## src/rtl/ac97_user_ctrl.sv

```systemverilog
// Front-panel controller: debounces three push-buttons into press events that
// drive a saturating volume and a wrapping record source. Optional: AUTO_REPEAT_EN.
module ac97_user_ctrl #(
  parameter int DEBOUNCE_CYCLES = 1000000,
  parameter int VOL_RESET       = 20,
  parameter int SRC_RESET       = 0,
  parameter int SRC_MAX         = 4,
  parameter int REPEAT_DELAY    = 50000000,
  parameter int REPEAT_RATE     = 10000000
) (
  input  logic       clk,
  input  logic       n_reset,
  input  logic       ac97_ready,
  input  logic       btn_up,
  input  logic       btn_down,
  input  logic       btn_src,
  output logic [4:0] volume,
  output logic [2:0] source,
  output logic       changed
);

  localparam int DEB_W = $clog2(DEBOUNCE_CYCLES + 1);

  // Bit 0 = up, bit 1 = down, bit 2 = source select.
  logic [2:0]       btn_raw;
  logic [2:0]       sync_q1;
  logic [2:0]       sync_q2;
  logic [2:0]       deb;
  logic [2:0]       deb_q;
  logic [2:0]       press;
  logic [DEB_W-1:0] deb_cnt [3];

  assign btn_raw = {btn_src, btn_down, btn_up};

  // NOTE: sequential state uses non-blocking assignments so every flop samples
  // the pre-edge values regardless of statement order.
  always_ff @(posedge clk or negedge n_reset) begin
    if (!n_reset) begin
      sync_q1 <= '0;
      sync_q2 <= '0;
      deb     <= '0;
      deb_q   <= '0;
      // NOTE: the counter array is small and plain flops, so it is reset with
      // the rest of the state; no RAM inference is expected here.
      for (int i = 0; i < 3; i++) deb_cnt[i] <= '0;
    end else begin
      sync_q1 <= btn_raw;
      sync_q2 <= sync_q1;
      deb_q   <= deb;
      for (int i = 0; i < 3; i++) begin
        if (sync_q2[i] == deb[i]) begin
          deb_cnt[i] <= '0;
        end else if (deb_cnt[i] == DEB_W'(DEBOUNCE_CYCLES - 1)) begin
          deb[i]     <= ~deb[i];
          deb_cnt[i] <= '0;
        end else begin
          deb_cnt[i] <= deb_cnt[i] + 1'b1;
        end
      end
    end
  end

  // Events are dropped, never queued, while the codec is not ready.
  assign press = deb & ~deb_q & {3{ac97_ready}};

  logic up_ev;
  logic dn_ev;
  logic src_ev;

`ifdef AUTO_REPEAT_EN
  localparam int RPT_W = $clog2(REPEAT_DELAY + 1);

  typedef enum logic [1:0] {
    RPT_IDLE,
    RPT_DELAY,
    RPT_REPEAT
  } rpt_state_e;

  logic [1:0] rpt_ev;

  for (genvar g = 0; g < 2; g++) begin : g_rpt
    rpt_state_e       state_q;
    rpt_state_e       state_d;
    logic [RPT_W-1:0] cnt_q;
    logic [RPT_W-1:0] cnt_d;
    logic             ev;

    always_ff @(posedge clk or negedge n_reset) begin
      if (!n_reset) begin
        state_q <= RPT_IDLE;
        cnt_q   <= '0;
      end else begin
        state_q <= state_d;
        cnt_q   <= cnt_d;
      end
    end

    // NOTE: every output of this block is defaulted first so no path leaves a
    // signal unassigned, which would otherwise infer a latch.
    always_comb begin
      state_d = state_q;
      cnt_d   = cnt_q;
      ev      = 1'b0;
      if (!deb[g] || !ac97_ready) begin
        state_d = RPT_IDLE;
        cnt_d   = '0;
      end else begin
        case (state_q)
          RPT_IDLE: begin
            if (press[g]) begin
              state_d = RPT_DELAY;
              cnt_d   = '0;
            end
          end
          RPT_DELAY: begin
            if (cnt_q == RPT_W'(REPEAT_DELAY - 1)) begin
              ev      = 1'b1;
              state_d = RPT_REPEAT;
              cnt_d   = '0;
            end else begin
              cnt_d = cnt_q + 1'b1;
            end
          end
          RPT_REPEAT: begin
            if (cnt_q == RPT_W'(REPEAT_RATE - 1)) begin
              ev    = 1'b1;
              cnt_d = '0;
            end else begin
              cnt_d = cnt_q + 1'b1;
            end
          end
          default: begin
            state_d = RPT_IDLE;
            cnt_d   = '0;
          end
        endcase
      end
    end

    assign rpt_ev[g] = ev;
  end

  assign up_ev = press[0] | rpt_ev[0];
  assign dn_ev = press[1] | rpt_ev[1];
`else
  assign up_ev = press[0];
  assign dn_ev = press[1];
`endif

  assign src_ev = press[2];

  logic [4:0] vol_d;
  logic [2:0] src_d;

  always_comb begin
    vol_d = volume;
    src_d = source;
    if (up_ev && !dn_ev && volume != 5'd31) vol_d = volume + 5'd1;
    else if (dn_ev && !up_ev && volume != 5'd0) vol_d = volume - 5'd1;
    // Out-of-range sources (only possible from SRC_RESET) also wrap to 0.
    if (src_ev) src_d = (source >= 3'(SRC_MAX)) ? 3'd0 : source + 3'd1;
  end

  always_ff @(posedge clk or negedge n_reset) begin
    if (!n_reset) begin
      volume  <= 5'(VOL_RESET);
      source  <= 3'(SRC_RESET);
      changed <= 1'b0;
    end else begin
      volume  <= vol_d;
      source  <= src_d;
      changed <= (vol_d != volume) || (src_d != source);
    end
  end

endmodule

```

## config.mk

```make
export PLATFORM = sky130hd
export DESIGN_NAME = ac97_user_ctrl
export DESIGN_NICKNAME = d
export VERILOG_FILES = /design/src/rtl/ac97_user_ctrl.sv
export SDC_FILE = /design/constraint.sdc
export NUM_CORES = 1
export LEC_CHECK = 0
export CAP_MARGIN = 20
export CORE_MARGIN = 10
export CORE_UTILIZATION = 63
export DETAILED_ROUTE_END_ITERATION = 8
export PLACE_DENSITY = 0.92
export RECOVER_POWER = 100
export SYNTH_ARGS = -nofsm -noshare
export SYNTH_HDL_FRONTEND = slang
export SYNTH_SLANG_ARGS = --single-unit
```

## constraint.sdc

```tcl
create_clock -name clk -period 5 [get_ports clk]
set_clock_uncertainty 0.05 [all_clocks]
set_input_delay 1 -clock clk [delete_from_list [all_inputs] [get_ports clk]]
set_output_delay 1 -clock clk [all_outputs]
set_load 0.03 [all_outputs]
```

==> flow_metrics.tcl <==
# collected from the flow reports
set metrics [dict create \
    maxCapViolations 1 \
    most_common_cell "dfrtp_1" \
    yosys-stat-area_mm2 0.003871 \
    die_height_um 98.39 \
    dr_wl_met3_um 303 \
    hpwl_mm 5.176 \
    routed_wl_mm 7.852 \
    area_leaders "dfrtp_1 (51%), xnor2_1 (5.9%), nor2_1 (5.0%), xor2_1 (4.1%), nand3_1 (2.7%)" \
    min_period_ns 3.112 \
    outcome "finished, violations left" \
    maxSlewViolCount 82 \
    cts_resized 0 \
    worstPathArrival_ns 3.29 \
    synthArstFlopShare 1.000 \
    p_leak_uw 0.001785 \
    fp_nets 395 \
    finalCritPeriodShare 0.6224 \
    wl_per_cell_um 16.46 \
    worst_pin_slew_ns 1.940 \
    clkTransAtPathRegs_ns 0.08 \
    edf_count 0 \
    synth_top_area_share 0.5107 \
    gr-total-overflow 0 \
    met2_length_mm 3.981 \
    violations "max-capacitance violations, max-slew violations" \
    synthDistinctLibCells 42 \
    antenna_found_initial 0 \
]
==> placed cells by master (no fill, tap or decap), types with 3 or more instances in the layout <==
cell           synthesis  routed
a21oi_1               16      16
and3_1                 7       7
and4_1                 4       4
bufinv_16              0       3
clkbuf_1               8       4
clkbuf_8               0      10
dfrtp_1               79      79
dlygate4sd3_1          0      13
ha_1                   8       8
inv_1                 17      17
mux2_2                 3       3
nand2_1               16      16
nand2b_1               3       3
nand3_1               21      21
nand4_1               15      15
nor2_1                52      52
nor2b_1                3       3
nor3_1                11      11
nor4_1                 6       6
o21ai_0               11      12
o31ai_1                8       9
or3_1                  9       9
or4_1                 10      10
or4b_1                 3       3
xnor2_1               26      26
xor2_1                18      18
==> power by group <==
part	internal, uW	switching, uW
Combinational	12.7	31.2
Sequential	664	8.32
Clock	345	242
Total	1020	281
==> kinds of logic after synthesis <==
logic type	after synthesis	synth area share
buffers and inverters	29	0.03070
xor gates and xnor gates	44	0.09955
and+or+nand+nor	172	0.2405
adders and majority gates	8	0.02586
DFF	81	0.5242
muxes	3	0.008726
AOI/OAI and AO/OA	44	0.07046
==> stage by stage <==
| step | cells | hold slack (ns) | power [uW] | setup slack, ns | area [um^2] |
|---|---|---|---|---|---|
| 2_1_floorplan | 381 | 0.2812 | 706.2 | 2.888 | 3871 |
| 3_3_place_gp | 460 | 0.2836 | 728.4 | 2.434 | 4068 |
| 3_5_place_dp | 460 | 0.2895 | 731.5 | 2.380 | 4068 |
| 4_1_cts | 476 | 0.3081 | 1308 | 2.296 | 4312 |
| 5_1_grt | 477 | 0.3107 | 1338 | 1.647 | 4289 |
| 6_report | 477 | 0.3079 | 1302 | 1.888 | 4289 |
==> worst max-delay path, stage by stage (launching register included) <==
cell	delay (ns)
dfrtp_1	0.44
or4b_1	0.53
or4_1	0.54
o21ai_0	0.84
clkbuf_1	0.46
nor2_1	0.12
==> metal layers <==
layer | up-vias | GRT usage
met3 | 22 | 0.02748
met2 | 73 | 0.2753
met5 | - | 0
met1 | 1451 | 0.1958
met4 | 0 | 0.09923
li1 | 1370 | -
==> registers in the layout, indices dropped and copies added, names as in the netlist <==
signal / count
deb_cnt: 60
volume: 5
deb: 3
deb_q: 3
source: 3
sync_q1: 3
sync_q2: 3
changed: 1
==> worst paths after layout <==
kind | from | to | slack [ns] | cells past startpoint
max | deb_cnt[15] | deb_cnt[14] | 1.89 | 5
min | sync_q1[0] | sync_q2[0] | 0.31 | 0
max reg2reg | deb_cnt[15] | deb_cnt[14] | 1.89 | 5
min reg2reg | sync_q1[0] | sync_q2[0] | 0.31 | 0
max in group asynchronous | n_reset | deb_cnt[56] | 2.63 | 1
min in group asynchronous | n_reset | deb_cnt[34] | 1.11 | 1
==> final cells by class <==
cell class	count	area [um^2]
sequential	81	2029
multi-input combinational	271	1712
fill	418	1667
timing repair buffer	17	146.4
clock buffer	11	141.4
clock inverter	5	102.6
tap	75	93.84
inverter	17	63.81
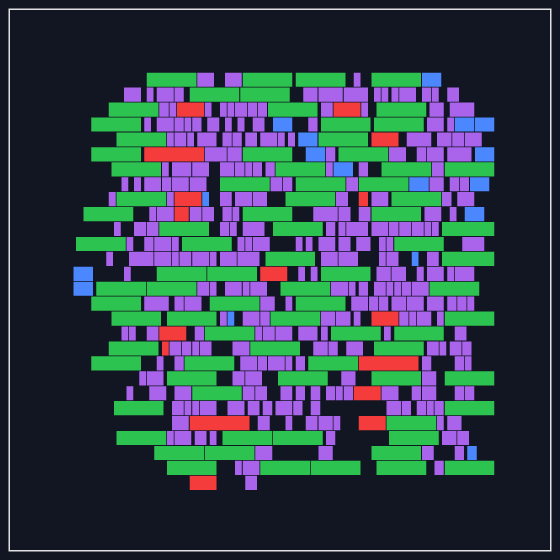
**Above:** cell classes on the final placement.
[flops] green | cells: 81 | share of their area: 48%
[other buffers and delay cells] blue | cells: 17 | share of their area: 3.5%
[clock drivers and dummy loads] red | cells: 16 | share of their area: 5.8%
[combinational and other logic] purple | cells: 288 | share of their area: 42%

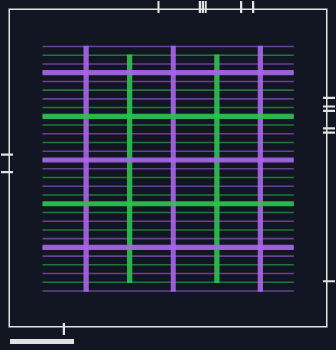
**Above:** supply network.
Scale bar: 20 um. Pins as bars on the die edge.
[VDD] green
[VSS] purple
rows: 28
met1 rails: 29
met4 straps: 5

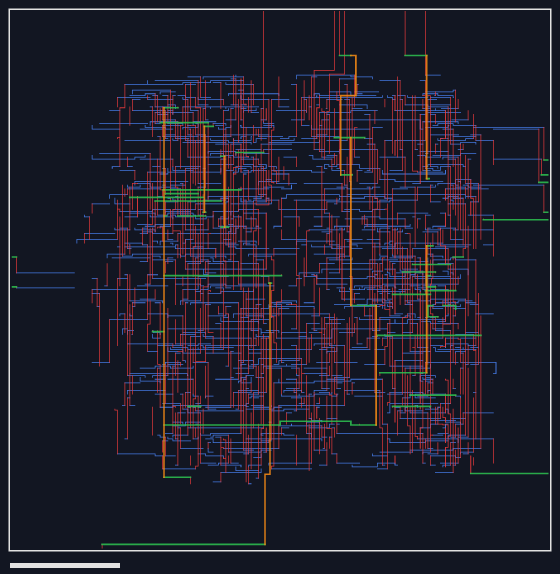
**Above:** wiring by layer.
Scale bar: 20 um.
[metal 3] green | wire length: 304 um
[metal 2] red | wire length: 3,980 um
[metal 1] blue | wire length: 3,300 um
[metal 4] orange | wire length: 268 um

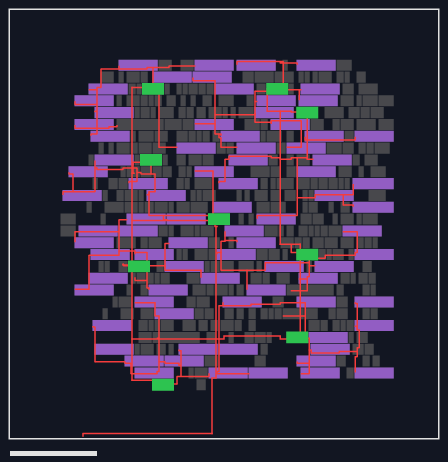
**Above:** clock wires, drivers and flops.
Scale bar: 20 um.
[flip-flops] purple | count: 81
[clock drivers] green | count: 9
[clock wires] red | length: 1,010 um
routed clock nets: 10

No activity file was given, so power comes from the tool's default toggle rates.
